==> config.mk <==
export PLATFORM = sky130hd
export DESIGN_NAME = fdiv_seq_flat
export DESIGN_NICKNAME = d
export VERILOG_FILES = /design/src/rtl/fp16_pkg.sv /design/src/rtl/fdiv_seq_if.sv /design/src/rtl/fdiv_mant_core.sv /design/src/rtl/fdiv_seq.sv /design/src/flat_wrapper.sv
export SDC_FILE = /design/constraint.sdc
export NUM_CORES = 1
export LEC_CHECK = 0
export ABC_CLOCK_PERIOD_IN_PS = 6200
export CAP_MARGIN = 25
export CORE_ASPECT_RATIO = 2
export CORE_UTILIZATION = 41
export DETAILED_ROUTE_END_ITERATION = 8
export GPL_TIMING_DRIVEN = 0
export MAX_ROUTING_LAYER = met4
export PLACE_DENSITY_LB_ADDON = 0.15
export SKIP_LAST_GASP = 1
export SLEW_MARGIN = 20
export SYNTH_ARGS = -nofsm -noshare
export SYNTH_HDL_FRONTEND = slang
export SYNTH_HIERARCHICAL = 1
export SYNTH_SLANG_ARGS = --single-unit
export TNS_END_PERCENT = 1
==> constraint.sdc <==
create_clock -name clk -period 6.2 [get_ports clk]
set_input_delay 0.62 -clock clk [delete_from_list [all_inputs] [get_ports clk]]
set_output_delay 0.62 -clock clk [all_outputs]
set_load 0.05 [all_outputs]
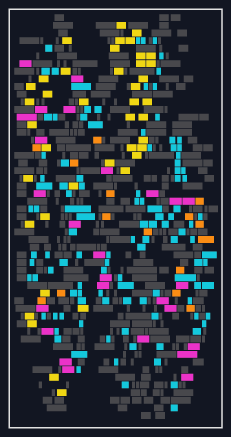
(run_1/logic_types.png)
multiplexers: drawn in yellow, cells 41, most used mux2i_1. adder and majority cells: drawn in magenta, cells 26, most used ha_1. XOR/XNOR gates: drawn in orange, cells 15, most used xnor2_1. inverting AOI/OAI gates: drawn in cyan, cells 112, most used a21oi_1.
Non-Filler Instances: 708
Comb area share: 0.502
Commonest Layout Cell: dfxtp_1

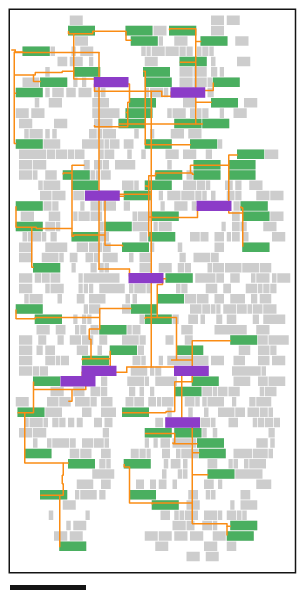
(run_1/clk_routes.png)
Bar = 20 µm.
flip-flops: drawn in green, count 73. clock drivers: drawn in purple, count 9. clock wires: drawn in orange, length 977 µm.
There are 10 routed clock nets. Position of the flops: spread over the die.
Worst Skew: 0.00649 ns
Clk network pwr share: 0.174
clock latency on the worst-skew pair: 0.33 ns

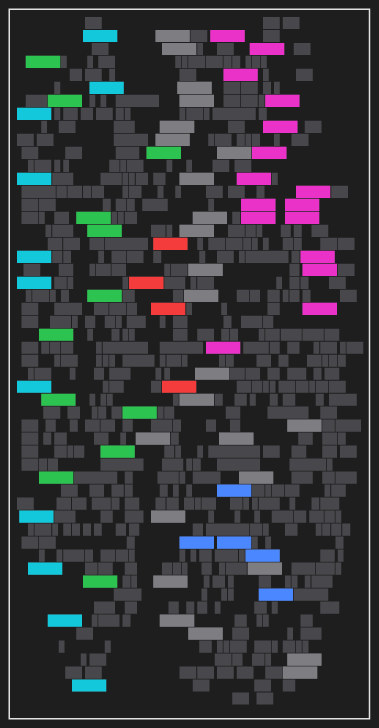
(run_1/flops_by_reg.png)
Other sequential cells in the stronger gray, the rest of the logic in the fainter gray.
`u_core/u_core/rem_q`: drawn in green, placed flops 12. `u_core/eb_q`: drawn in blue, placed flops 5. `u_core/u_core/cnt_q`: drawn in red, placed flops 4, where center. `u_core/bus.result`: drawn in magenta, placed flops 16. `u_core/u_core/mb_q`: drawn in cyan, placed flops 11.
Final Core Density: 0.516
sequential portion of the cell area: 0.270
Flop area: 0.00146 mm²
Flop+latch power: 0.000631 W

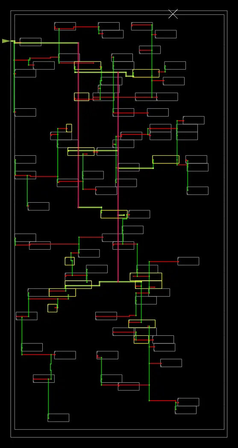
(run_1/clocks.png)
flip-flops: 73
clock buffer count: 11

==> results.tsv, run 1 <==
metric	value	unit
p_leak	2.00	nW
first_pass_iters	6	
cts-root-buf	clkbuf_16	
clk_path_buf_depth	2	
drv_cap	0	
warnings	28	
holdPathStages	2	
area_leaders	dfxtp_1 33%, mux2i_1 9.1%, ha_1 6.8%	
synth_cells	501	
ys_cells	501	
fin_ws	2.76	ns
worst_pin_slew	0.700	ns
vias	3837	
rsz0062_at_grt	no	
cts_tree	yes	
nNetsFinal	628	
grt_max_degree	14	
fin_crit_sh	0.554	
ctsResizeCount	0	
post-cts-setup-buffers	0	
top_cells_by_count	73 x dfxtp_1, 53 x nand2_1, 48 x nor2_1	
htree_levels	3	
min_path_type	flop to flop	
rr_worst_depth	14	
drc	2	
synthMostInstantiatedCell	dfxtp_1	
start_kind	flop	
ios	55	
cp_data_arrival_time	3.64	ns
worstPathMaxFanout	10	
final_antenna_net_count	0	
num_rows	53	
routedWlPerCell	15.3	µm
fp.coreArea	0.0105	mm²
finalSetupTns	0	ns
area_growth	23.3	%
fp_util	0.418	
synth_cell_type_count	85	
violations	design-rule violations	
antenna_found_initial	0	
internal_power	0.00166	W
ff_type	dfxtp_1	
r2r_slack	2.76	ns
seqPwrFrac	0.210	
status	finished, violations left	
drt-vias-per-instance	5.42	
die_area	0.0111	mm²
detailedPlace.worstSlack	2.52	ns
finalMaxSlewViolations	0	
place_inst	693	
postSynthSeqShare	0.333	
ys.flops	73	
cts_made_buffers	9	
overflow	0	
grt_pass1_vias	3808	
io_buffers	54	
clkSlewWorstSetupHoldPaths	0.06	ns
avgSynthCellArea	8.75	µm²
place_hpwl	8700	µm
p_comb_frac	0.616	
yosys_area	0.00438	mm²
p_sw	0.00136	W
largest_area_cell	dfxtp_1	
chipHeight	148	µm
grt.total_usage	0.213	
ys_warn_count	6	
clock-sinks	73	
critical_path_required	6.40	ns
setup_violations	0	
hold_violations	0	
fin_crit	3.44	ns
drive_gt1_frac	0.0806	
synth_area	0.00438	mm²
maxSlewHeadroom	0.534	
p_per_area	558	mW/mm²
wirelength	10800	µm
largest_reg_flops	16	
drt_iter0_drc	129	
worstSetupPathType	flop to flop	
swShare	0.451	
place_congestion	0.872	
fmax	0.291	GHz
die_w	75.1	µm
top_cell_area_share	0.333	
grt_pass1_wl	17400	µm
edf_count	0	
postCtsHoldBufs	0	
diodes	0	
worst_ir_drop_vdd	0.000307	V
endpoint_kind	flop	
async_flop_share	0	
[run 1: critical path: stages, from the launching register on]
cell,delay [ns]
dfxtp_1,0.31
inv_1,0.06
ha_1,0.16
inv_1,0.05
fa_1,0.64
inv_1,0.10
ha_1,0.26
a2bb2oi_1,0.17
nor2_1,0.05
a211oi_1,0.38
a21o_1,0.22
o211a_1,0.21
a32oi_1,0.15
o21ai_2,0.40
o21ai_1,0.13
[run 1: area by class of cell]
class	count	area (µm²)
clock inverters	4	52.6
multi-input cells	377	2710
plain buffers	21	96.3
inverters	31	116
clock buffers	11	253
repair buffers	54	541
flip-flops and latches	73	1460
well taps	137	171
fillers	1065	5070
[run 1: routing by layer]
layer / vias up / track usage / wire, µm
li1: 1917 / - / -
met1: 1813 / 0.186 / 3830
met4: 0 / 0.116 / 509
met3: 30 / 0.0379 / 273
met2: 77 / 0.406 / 6220
met5: - / - / 0
[run 1: placed cells by master (no fill, tap or decap), types with 11 or more instances in the layout]
cell              n
a21boi_0         11
o21ai_1          11
ha_1             24
nor2_1           48
dfxtp_1          73
inv_1            29
a21oi_1          20
clkdlybuf4s50_1  54
mux2i_1          40
nand2_1          53
o21ai_0          17
[run 1: logic make-up (layout without fill, tap and decap cells)]
| group | after synthesis | after routing | share of synthesized area |
|---|---|---|---|
| adders and majority gates | 26 | 26 | 0.0776 |
| muxes | 41 | 41 | 0.0939 |
| xor gates and xnor gates | 15 | 15 | 0.0317 |
| DFF | 73 | 73 | 0.333 |
| AOI/OAI and AO/OA | 128 | 128 | 0.221 |
| buffers and inverters | 52 | 121 | 0.0485 |
| other | 1 | 2 | 0.000855 |
| and+or+nand+nor | 165 | 165 | 0.193 |
[run 1: metrics by stage]
step / hold slack (ns) / cell area, µm² / utilization / total power, W
2_1_floorplan: 0.437 / 4390 / - / 0.00207
3_3_place_gp: 0.439 / 5100 / 0.487 / 0.00246
3_5_place_dp: 0.444 / 5100 / 0.487 / 0.00250
4_1_cts: 0.453 / 5410 / 0.516 / 0.00304
5_1_grt: 0.467 / 5410 / 0.516 / 0.00322
6_report: 0.448 / 5410 / 0.516 / 0.00301
[run 1: power by group through the flow]
stage | Clock [W] | Combinational [W] | Sequential, W
finish | 0.000525 | 0.00186 | 0.000631
global route | 0.000560 | 0.00202 | 0.000644
CTS | 0.000541 | 0.00186 | 0.000633
detailed placement | 0 | 0.00185 | 0.000642
global placement | 0 | 0.00182 | 0.000640
floorplan | 0 | 0.00137 | 0.000698
==> inputs of run 2 (changes only) <==
ABC_CLOCK_PERIOD_IN_PS = 3100   (was 6200)
clock period = 3.1 ns   (was 6.2 ns; I/O delays follow)
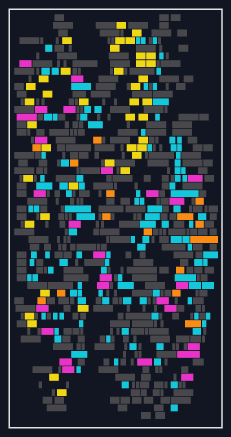
(run_2/logic_types.png)
XOR/XNOR gates: drawn in orange, cells 15, most used xnor2_1. multiplexers: drawn in yellow, cells 41, most used mux2i_1. inverting AOI/OAI gates: drawn in cyan, cells 113, most used a21oi_1. adder and majority cells: drawn in magenta, cells 26, most used ha_1, where spread over the die.
Comb area share: 0.508
Non-Filler Instances: 717

==> results.tsv, run 2 <==
metric	value	unit
synth_cells	501	
seq_area	0.00146	mm²
p_sw	0.00299	W
fin_ws	0.0319	ns
hold_violations	0	
first_pass_iters	6	
synth_area	0.00438	mm²
worstPathMaxFanout	5	
cts_tree	yes	
ys_cells	501	
die_w	75.1	µm
nFillCells	1032	
fin_crit_sh	0.990	
htree_levels	3	
p_leak	2.05	nW
start_kind	flop	
num_rows	53	
async_flop_share	0	
postCtsHoldBufs	0	
maxSlewHeadroom	0.531	
die_area	0.0111	mm²
top_cell_area_share	0.333	
cp_data_arrival_time	3.33	ns
mux_share	0.0939	
ys_warn_count	6	
detailedPlace.worstSlack	-0.351	ns
wirelength	11200	µm
ys_sh_simple	0.193	
drc	2	
io_buffers	54	
mostFrequentLayoutCells	72 x dfxtp_1, 54 x clkdlybuf4s50_1, 53 x nand2_1	
r2r_slack	0.03	ns
drive_gt1_frac	0.124	
synthXorXnorAreaFrac	0.0317	
clk_path_buf_depth	2	
ff_type	dfxtp_1	
place_congestion	0.872	
internal_power	0.00357	W
final_antenna_net_count	0	
min_path_type	flop to flop	
seqPwrFrac	0.193	
worst_ir_drop_vdd	0.000678	V
dpl_cell_area	0.00510	mm²
yosys_area	0.00438	mm²
nNetsFinal	637	
clkSlewWorstSetupHoldPaths	0.06	ns
vias	3907	
p_per_area	1170	mW/mm²
antenna_found_initial	0	
drt-vias-per-instance	5.45	
top_logic_kind	AND-OR/OR-AND gates	
final_common_cell	dfxtp_1	
p_comb_frac	0.648	
finalSetupTns	0	ns
rsz0062_at_grt	yes	
synth_cell_type_count	85	
fp_util	0.418	
cts-root-buf	clkbuf_16	
violations	design-rule violations	
final-comb-area	0.00285	mm²
cts_made_buffers	9	
synth_adder_area_share	0.0776	
grt_pass1_wl	18000	µm
holdWs	0.448	ns
area_growth	27.7	%
synthMostInstantiatedCell	dfxtp_1	
overflow	0	
setup_violations	0	
critical_path_required	3.36	ns
rr_worst_depth	16	
postLayoutCoreUtil	0.534	
grt_max_degree	14	
edf_count	0	
swShare	0.456	
largest_reg_flops	16	
diodes	0	
ys.flops	73	
place_hpwl	8700	µm
worstSetupPathType	flop to flop	
largest_area_cell	dfxtp_1	
endpoint_kind	flop	
chipHeight	148	µm
routedWlPerCell	15.7	µm
clock-sinks	73	
grt_pass1_vias	3885	
ios	55	
grt.total_usage	0.221	
holdPathStages	2	
status	finished, violations left	
top_cells_by_count	73 x dfxtp_1, 53 x nand2_1, 48 x nor2_1	
warnings	30	
drv_cap	0	
postSynthSeqShare	0.333	
worst_pin_slew	0.704	ns
drt_iter0_drc	148	
fp.coreArea	0.0105	mm²
fin_crit	3.07	ns
aoi_share	0.221	
area_leaders	dfxtp_1 33%, mux2i_1 9.1%, ha_1 6.8%	
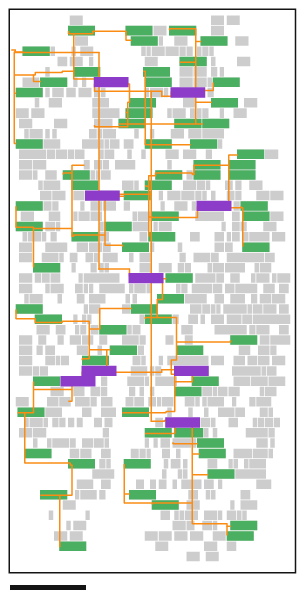
(run_2/clk_routes.png)
Bar = 20 µm.
clock drivers: drawn in purple, count 9. clock wires: drawn in orange, length 976 µm. flip-flops: drawn in green, count 73.
Position of the flops: spread over the die.
Clk network pwr share: 0.160
total clock network power: 0.00105 W
Worst Skew: 0.00571 ns

-- run 2: cell counts after synthesis --
Identical to the previous run, type by type.
-- run 2: kinds of logic after synthesis --
logic type               count (synthesis)
AND/OR/NAND/NOR                        165
AND-OR/OR-AND                          128
adder cells (fa/ha/maj)                 26
other                                    1
buffers and inverters                   52
flip-flops                              73
XOR/XNOR                                15
multiplexers                            41
-- run 2: power by group through the flow --
stage	combinational [W]	sequential (W)	clock, W
2_1_floorplan	0.00275	0.00140	0
5_1_grt	0.00458	0.00129	0.00112
3_5_place_dp	0.00371	0.00128	0
3_3_place_gp	0.00363	0.00128	0
6_report	0.00425	0.00126	0.00105
4_1_cts	0.00408	0.00127	0.00108
-- run 2: through the flow --
step | cells | total power [W]
after CTS | 713 | 0.00643
final | 717 | 0.00657
after detailed placement | 693 | 0.00499
after global routing | 717 | 0.00698
after floorplan | 502 | 0.00415
after global placement | 693 | 0.00491
-- run 2: layout make-up --
type                            count  area share
Inverter                           31      0.0208
Tap cell                          137      0.0306
Multi-Input combinational cell    378       0.508
Clock inverter                      4     0.00939
Sequential cell                    73       0.261
Buffer                             21      0.0172
Timing Repair Buffer               62       0.107
Clock buffer                       11      0.0451
-- run 2: repair_timing --
item / CTS / global route
cloned: 1 / 0
buffers inserted: 5 / 4
pin swaps: 11 / 7
endpoints found under the setup margin: 17 / 19
gates resized: 17 / 6
-- run 2: layer usage --
metal / global-route usage / up-vias / part of all wire
met4: 0.121 / 0 / 0.048
met3: 0.0393 / 31 / 0.023
met2: 0.422 / 74 / 0.58
li1: - / 1942 / -
met5: - / - / 0
met1: 0.190 / 1860 / 0.35
-- run 2: critical path: stages (launching register included) --
cell       delay (ns)
dfxtp_1          0.31
inv_1            0.06
ha_2             0.18
inv_1            0.05
fa_2             0.56
inv_1            0.07
ha_2             0.21
a2bb2oi_1        0.17
nor2_1           0.07
a211oi_2         0.24
a21o_1           0.22
o211ai_1         0.11
buf_4            0.16
a311oi_2         0.18
buf_4            0.18
o21ai_4          0.09
o21ai_1          0.15
Power is estimated from default activity; no workload was simulated.
